**src/rtl/fetch_pkg.sv**
```systemverilog
// Shared types and constants for the instruction fetch front-end.
package fetch_pkg;

    typedef enum logic [1:0] {
        IDLE    = 2'd0,
        REQ     = 2'd1,
        DISCARD = 2'd2
    } fetch_state_e;

    localparam logic [31:0] INSTR_BYTES = 32'd4;

    typedef struct packed {
        logic [31:0] pc;
        logic [31:0] instr;
    } fetch_entry_t;

    // Force a byte address onto a word boundary.
    function automatic logic [31:0] align_pc(input logic [31:0] pc);
        return pc & ~32'd3;
    endfunction

endpackage

```
**src/rtl/fetch_queue.sv**
```systemverilog
// Prefetch FIFO holding {pc, instr} pairs between the fetch engine and the core.
// Flush wins over push and pop; the head reads as zero while the queue is empty.
module fetch_queue
    import fetch_pkg::*;
#(
    parameter int DEPTH = 4
) (
    input  logic                     clk,
    input  logic                     rst,
    input  logic                     push_i,
    input  fetch_entry_t             push_data_i,
    input  logic                     pop_i,
    input  logic                     flush_i,
    output fetch_entry_t             head_o,
    output logic [$clog2(DEPTH):0]   count_o
);

    localparam int PW = $clog2(DEPTH);
    localparam logic [PW:0] FULL = (PW+1)'(DEPTH);

    fetch_entry_t  mem_q [DEPTH];
    logic [PW-1:0] rd_ptr_q, rd_ptr_d;
    logic [PW-1:0] wr_ptr_q, wr_ptr_d;
    logic [PW:0]   count_q, count_d;
    logic          do_push, do_pop;

    // Qualify push/pop and compute next pointers and occupancy.
    always_comb begin
        do_pop   = pop_i && (count_q != '0) && !flush_i;
        do_push  = push_i && !flush_i && ((count_q != FULL) || do_pop);
        rd_ptr_d = rd_ptr_q;
        wr_ptr_d = wr_ptr_q;
        count_d  = count_q;
        if (flush_i) begin
            rd_ptr_d = '0;
            wr_ptr_d = '0;
            count_d  = '0;
        end else begin
            if (do_pop)  rd_ptr_d = rd_ptr_q + PW'(1);
            if (do_push) wr_ptr_d = wr_ptr_q + PW'(1);
            if (do_push && !do_pop)      count_d = count_q + (PW+1)'(1);
            else if (do_pop && !do_push) count_d = count_q - (PW+1)'(1);
        end
    end

    // Pointer and occupancy registers.
    always_ff @(posedge clk or posedge rst) begin
        if (rst) begin
            rd_ptr_q <= '0;
            wr_ptr_q <= '0;
            count_q  <= '0;
        end else begin
            rd_ptr_q <= rd_ptr_d;
            wr_ptr_q <= wr_ptr_d;
            count_q  <= count_d;
        end
    end

    // Entry storage; contents are only visible through the count-gated head.
    always_ff @(posedge clk) begin
        if (do_push) mem_q[wr_ptr_q] <= push_data_i;
    end

    assign head_o  = (count_q != '0) ? mem_q[rd_ptr_q] : '0;
    assign count_o = count_q;

endmodule

```
**src/rtl/instr_fetch_unit.sv**
```systemverilog
// Fetch engine in front of the core: issues req/ack fetches to instruction
// memory, buffers results in a prefetch queue, and restarts on redirects.
//
//   state   | meaning
//   --------+---------------------------------------------------------
//   IDLE    | no request outstanding (queue full, waiting for space)
//   REQ     | request outstanding; its data will be pushed on ack
//   DISCARD | request outstanding; its data is dropped on ack
//
// Queue space is reserved at issue: the queue only grows on a kept ack, so a
// response from REQ always fits.
module instr_fetch_unit
    import fetch_pkg::*;
#(
    parameter int          DEPTH    = 4,
    parameter logic [31:0] RESET_PC = 32'h0000_0000
) (
    input  logic        clk,
    input  logic        rst,
    input  logic        redirect,
    input  logic [31:0] redirect_pc,
    output logic        mem_req,
    output logic [31:0] mem_addr,
    input  logic        mem_ack,
    input  logic [31:0] mem_rdata,
    output logic        out_valid,
    input  logic        out_ready,
    output logic [31:0] out_instr,
    output logic [31:0] out_pc
);

    localparam int CW = $clog2(DEPTH) + 1;
    localparam logic [CW-1:0] FULL = CW'(DEPTH);

    fetch_state_e  state_q, state_d;
    logic [31:0]   fetch_pc_q, fetch_pc_d;
    logic [31:0]   mem_addr_q, mem_addr_d;
    logic [CW-1:0] q_count;
    logic [CW-1:0] count_after;
    logic [31:0]   target;
    logic [31:0]   pc_next;
    logic          push_fire, pop_fire;
    fetch_entry_t  head;
    fetch_entry_t  push_entry;

    assign target     = align_pc(redirect_pc);
    assign pc_next    = fetch_pc_q + INSTR_BYTES;
    assign out_valid  = (q_count != '0);
    assign pop_fire   = out_valid && out_ready && !redirect;
    assign push_fire  = (state_q == REQ) && mem_ack && !redirect;
    assign push_entry = '{pc: fetch_pc_q, instr: mem_rdata};

    // Next-state, next fetch pc and next request address; redirect has top priority.
    always_comb begin
        state_d     = state_q;
        fetch_pc_d  = fetch_pc_q;
        mem_addr_d  = mem_addr_q;
        count_after = q_count + CW'(1) - CW'(pop_fire);
        if (redirect) begin
            fetch_pc_d = target;
            case (state_q)
                IDLE: begin
                    state_d    = REQ;
                    mem_addr_d = target;
                end
                REQ, DISCARD: begin
                    if (mem_ack) begin
                        state_d    = REQ;
                        mem_addr_d = target;
                    end else begin
                        state_d    = DISCARD;
                    end
                end
                default: state_d = IDLE;
            endcase
        end else begin
            case (state_q)
                IDLE: begin
                    if (q_count < FULL) begin
                        state_d    = REQ;
                        mem_addr_d = fetch_pc_q;
                    end
                end
                REQ: begin
                    if (mem_ack) begin
                        fetch_pc_d = pc_next;
                        if (count_after < FULL) mem_addr_d = pc_next;
                        else                    state_d    = IDLE;
                    end
                end
                DISCARD: begin
                    if (mem_ack) begin
                        state_d    = REQ;
                        mem_addr_d = fetch_pc_q;
                    end
                end
                default: state_d = IDLE;
            endcase
        end
    end

    // FSM state, fetch pc and request address registers.
    always_ff @(posedge clk or posedge rst) begin
        if (rst) begin
            state_q    <= IDLE;
            fetch_pc_q <= RESET_PC;
            mem_addr_q <= RESET_PC;
        end else begin
            state_q    <= state_d;
            fetch_pc_q <= fetch_pc_d;
            mem_addr_q <= mem_addr_d;
        end
    end

    assign mem_req   = (state_q != IDLE);
    assign mem_addr  = mem_addr_q;
    assign out_instr = head.instr;
    assign out_pc    = head.pc;

    fetch_queue #(
        .DEPTH (DEPTH)
    ) u_queue (
        .clk         (clk),
        .rst         (rst),
        .push_i      (push_fire),
        .push_data_i (push_entry),
        .pop_i       (pop_fire),
        .flush_i     (redirect),
        .head_o      (head),
        .count_o     (q_count)
    );

endmodule

```
**config.mk**
```make
export PLATFORM = sky130hd
export DESIGN_NAME = instr_fetch_unit
export DESIGN_NICKNAME = d
export VERILOG_FILES = /design/src/rtl/fetch_pkg.sv /design/src/rtl/fetch_queue.sv /design/src/rtl/instr_fetch_unit.sv
export SDC_FILE = /design/constraint.sdc
export NUM_CORES = 1
export LEC_CHECK = 0
export ABC_CLOCK_PERIOD_IN_PS = 4300
export CORE_MARGIN = 3
export CORE_UTILIZATION = 31
export DETAILED_ROUTE_END_ITERATION = 6
export GPL_TIMING_DRIVEN = 0
export HOLD_SLACK_MARGIN = 0.1
export PLACE_DENSITY_LB_ADDON = 0.3
export SYNTH_ARGS = -nofsm -noshare
export SYNTH_HDL_FRONTEND = slang
export SYNTH_SLANG_ARGS = --single-unit
```
**constraint.sdc**
```tcl
create_clock -name clk -period 4.3 [get_ports clk]
set_input_delay 0.86 -clock clk [delete_from_list [all_inputs] [get_ports clk]]
set_output_delay 0.86 -clock clk [all_outputs]
set_load 0.02 [all_outputs]
```
Placed standard cells:
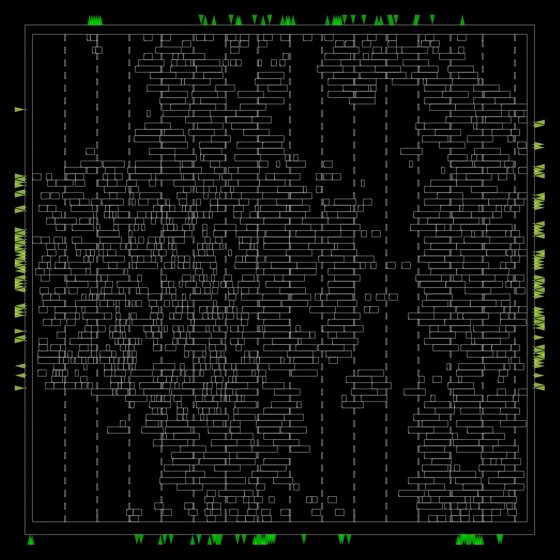
post-layout util: 0.396
core area: 44500 µm²
Seq cells: 318

Wiring by layer:
Drawn at 1.5 px/µm. Two of the layers only.
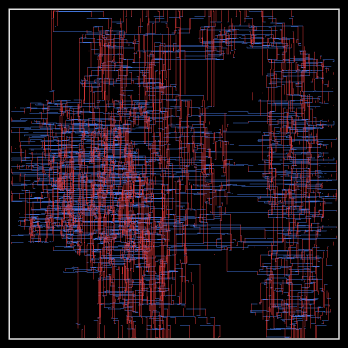
legend:
  met2:
    color: red
    wire_length: 17200 µm
  met1:
    color: blue
    wire_length: 15600 µm
Routed wire per std cell: 20.7 µm
wirelength, routed: 35600 µm
vias: 8506

Cell classes on the final placement:
Drawn at 1 px/µm.
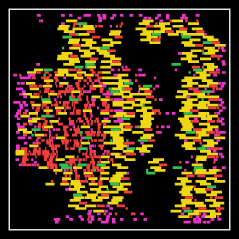
legend:
  flip-flops:
    color: yellow
    cells: 318
    share_of_their_area: 54%
  all other logic:
    color: red
    cells: 526
    share_of_their_area: 27%
  other buffers and delay cells:
    color: magenta
    cells: 224
    share_of_their_area: 12%
  clock drivers and dummy loads:
    color: green
    cells: 61
    share_of_their_area: 6.4%

==> qor.yml <==
final_layout:
  drive_above_1_share: 0.169
  logic_gate_count: 513
  clock_cell_area_share: 0.0614
  final_cell_mix: "248 x edfxtp_1, 161 x clkdlybuf4s50_1, 70 x dfrtp_1"
  combGateArea_um2: 4510
  lay_top_count: "edfxtp_1"
  largestClassByArea: "flip-flops and latches"
power:
  power.total_w: 0.0109
  p_per_area_nw_per_um2: 616
  power.switching_w: 0.00359
  swShare: 0.331
  p_leak_nw: 5.82
  power_frac_seq: 0.364
worst_setup_path:
  cp-start-kind: "register"
  critPathBufInv: 4
  worstPathRequired_ps: 3440
  critPathMaxFanout: 10
  crit_chain: "inv_1 -> ha_1 -> nand2b_1 -> clkbuf_2 -> clkbuf_1 -> and2_1 -> clkdlybuf4s50_1"
  worstSetupPathType: "register to primary output"
synthesis:
  ys_cells: 902
  ys_seq_elements: 318
  netlist_instances: 902
  synth.distinct_cells: 61
global_route:
  grt.overflow.total: 0
  grt_start_max_net_pins: 53
  grt_pass1_wl_um: 54000
  antenna_found_initial: 0
clock_network:
  post-cts-setup-buffers: 0
  cts_tree: "built"
  clk_pin_slew_ps: 60
  numCtsBuffers: 36
sta:
  tns_ps: 0
  hold_viol: 0
  worst_pin_slew_ps: 1070
  final.setup.worst_slack_ps: 251
  fin_skew_ps: 19.3
  clock.fmax_ghz: 0.247
  holdWs_ps: 497
route:
  dr.pass1.iters: 5
  drtAntennaViolNets: 0
run_status:
  outcome: "finished, final reports clean"
floorplan:
  core_util_floorplan: 0.316
  die_h_um: 219
  ios: 167
place:
  portBuffers: 161
  gp_congestion: 0.873
  dpl.hpwl_um: 24200
The metal 3 layer:
Drawn at 1.5 px/µm.
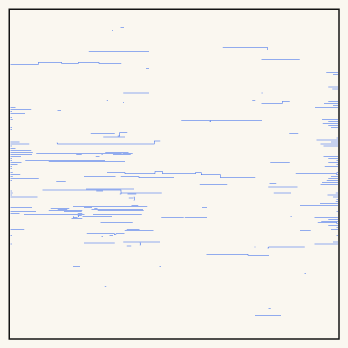
share of all routed wire: 5.8%
nets with wire on the layer: 132
main direction: horizontal
longest straight run: 64.4 µm
wire length on this layer: 2060 µm
grt met3 use: 0.0300

Sequential cells colored by netlist name:
Drawn at 2 px/µm. Other sequential cells in the stronger gray, the rest of the logic in the fainter gray.
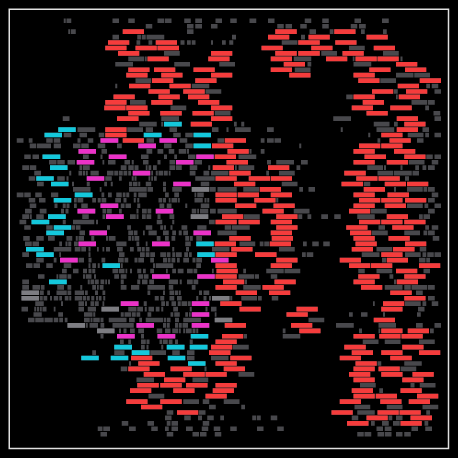
legend:
  u_queue.mem_q:
    color: red
    sequential_cells: 248
  mem_addr:
    color: cyan
    sequential_cells: 31
  fetch_pc_q:
    color: magenta
    sequential_cells: 30
not colored: 9
storage element area: 9200 µm²
flop share of the area: 0.522

-- through the flow --
step / area [µm²] / instances
floorplan: 14100 / 903
global placement: 16400 / 1656
detailed placement: 16600 / 1661
CTS: 17600 / 1721
global route: 17600 / 1721
finish: 17600 / 1721
-- what timing repair did --
item                       in CTS  in global routing
hold buffers                    0                  0
gates resized                   1                  0
setup endpoints to repair      51                  0
-- kinds of logic (layout without fill, tap and decap cells) --
logic type               Yosys count  in the layout  synth area share
adder cells (fa/ha/maj)           12             12            0.0107
other                              1              2          0.000267
buffers and inverters             72            298            0.0252
flip-flops                       318            318             0.655
XOR/XNOR                          42             42            0.0262
multiplexers                     104            104             0.133
AND/OR/NAND/NOR                  250            250             0.101
AND-OR/OR-AND                    103            103            0.0492
-- layer usage --
layer / vias up / part of all wire / GRT usage
li1: 3888 / - / -
met1: 4337 / 0.44 / 0.196
met2: 237 / 0.48 / 0.250
met3: 44 / 0.058 / 0.0300
met4: 0 / 0.021 / 0.0439
met5: - / 0 / 0
-- state kept, by name, summed over array words and instances (netlist names) --
name              flops
u_queue.mem_q       248
mem_addr             31
fetch_pc_q           30
u_queue.count_o       3
state_q               2
u_queue.rd_ptr_q      2
u_queue.wr_ptr_q      2
-- final timing paths --
check,end,slack [ps],depth (start not counted),start
worst max-delay path,out_instr[3],250,7,u_queue.count_o[1]$_DFFE_PP0P_
worst min-delay path,mem_addr[19]$_DFFE_PP0P_,500,1,mem_addr[19]$_DFFE_PP0P_
worst max register to register,u_queue.mem_q[3][18]$_DFFE_PP_,920,8,state_q[1]$_DFFE_PP0P_
worst min register to register,mem_addr[19]$_DFFE_PP0P_,500,1,mem_addr[19]$_DFFE_PP0P_
max in group asynchronous,mem_addr[1]$_DFFE_PP0P_,3020,3,rst
min in group asynchronous,fetch_pc_q[12]$_DFFE_PP0P_,700,2,rst
-- worst register-to-register path, cell delays in order, from the launching register on --
cell      delay (ps)
dfrtp_1          400
inv_1            110
ha_1             150
buf_4            160
nand2_1          110
clkbuf_1         320
nor3_1           940
and2_4           490
buf_16           310
-- power groups by stage --
stage	clock (W)	sequential [W]	combinational, W
after detailed placement	0	0.00400	0.00412
after global routing	0.00308	0.00400	0.00435
after CTS	0.00297	0.00397	0.00411
after floorplan	0	0.00409	0.00224
after global placement	0	0.00401	0.00408
final	0.00288	0.00396	0.00402
-- synthesized netlist by cell type, drive strengths merged, types with 3 or more instances --
master,n,share of area
a21boi,14,0.0075
a21oi,18,0.0064
a311oi,3,0.0019
a31oi,7,0.0031
and2,72,0.032
and3,7,0.0032
and4,6,0.0038
buf,23,0.010
clkbuf,36,0.012
dfrtp,70,0.12
edfxtp,248,0.53
ha,12,0.011
inv,13,0.0035
mux2,35,0.028
mux2i,7,0.0053
mux4,62,0.099
nand2,36,0.0096
nand2b,13,0.0058
nand3,20,0.0071
nand4,20,0.0098
nor2,28,0.0077
nor2b,3,0.0013
nor3,19,0.0068
nor4,14,0.0071
o211ai,3,0.0016
o21ai,27,0.0096
o31a,11,0.0069
o31ai,3,0.0016
or3,3,0.0013
or4,6,0.0032
xnor2,31,0.019
xor2,11,0.0069
Power is estimated from default activity; no workload was simulated.
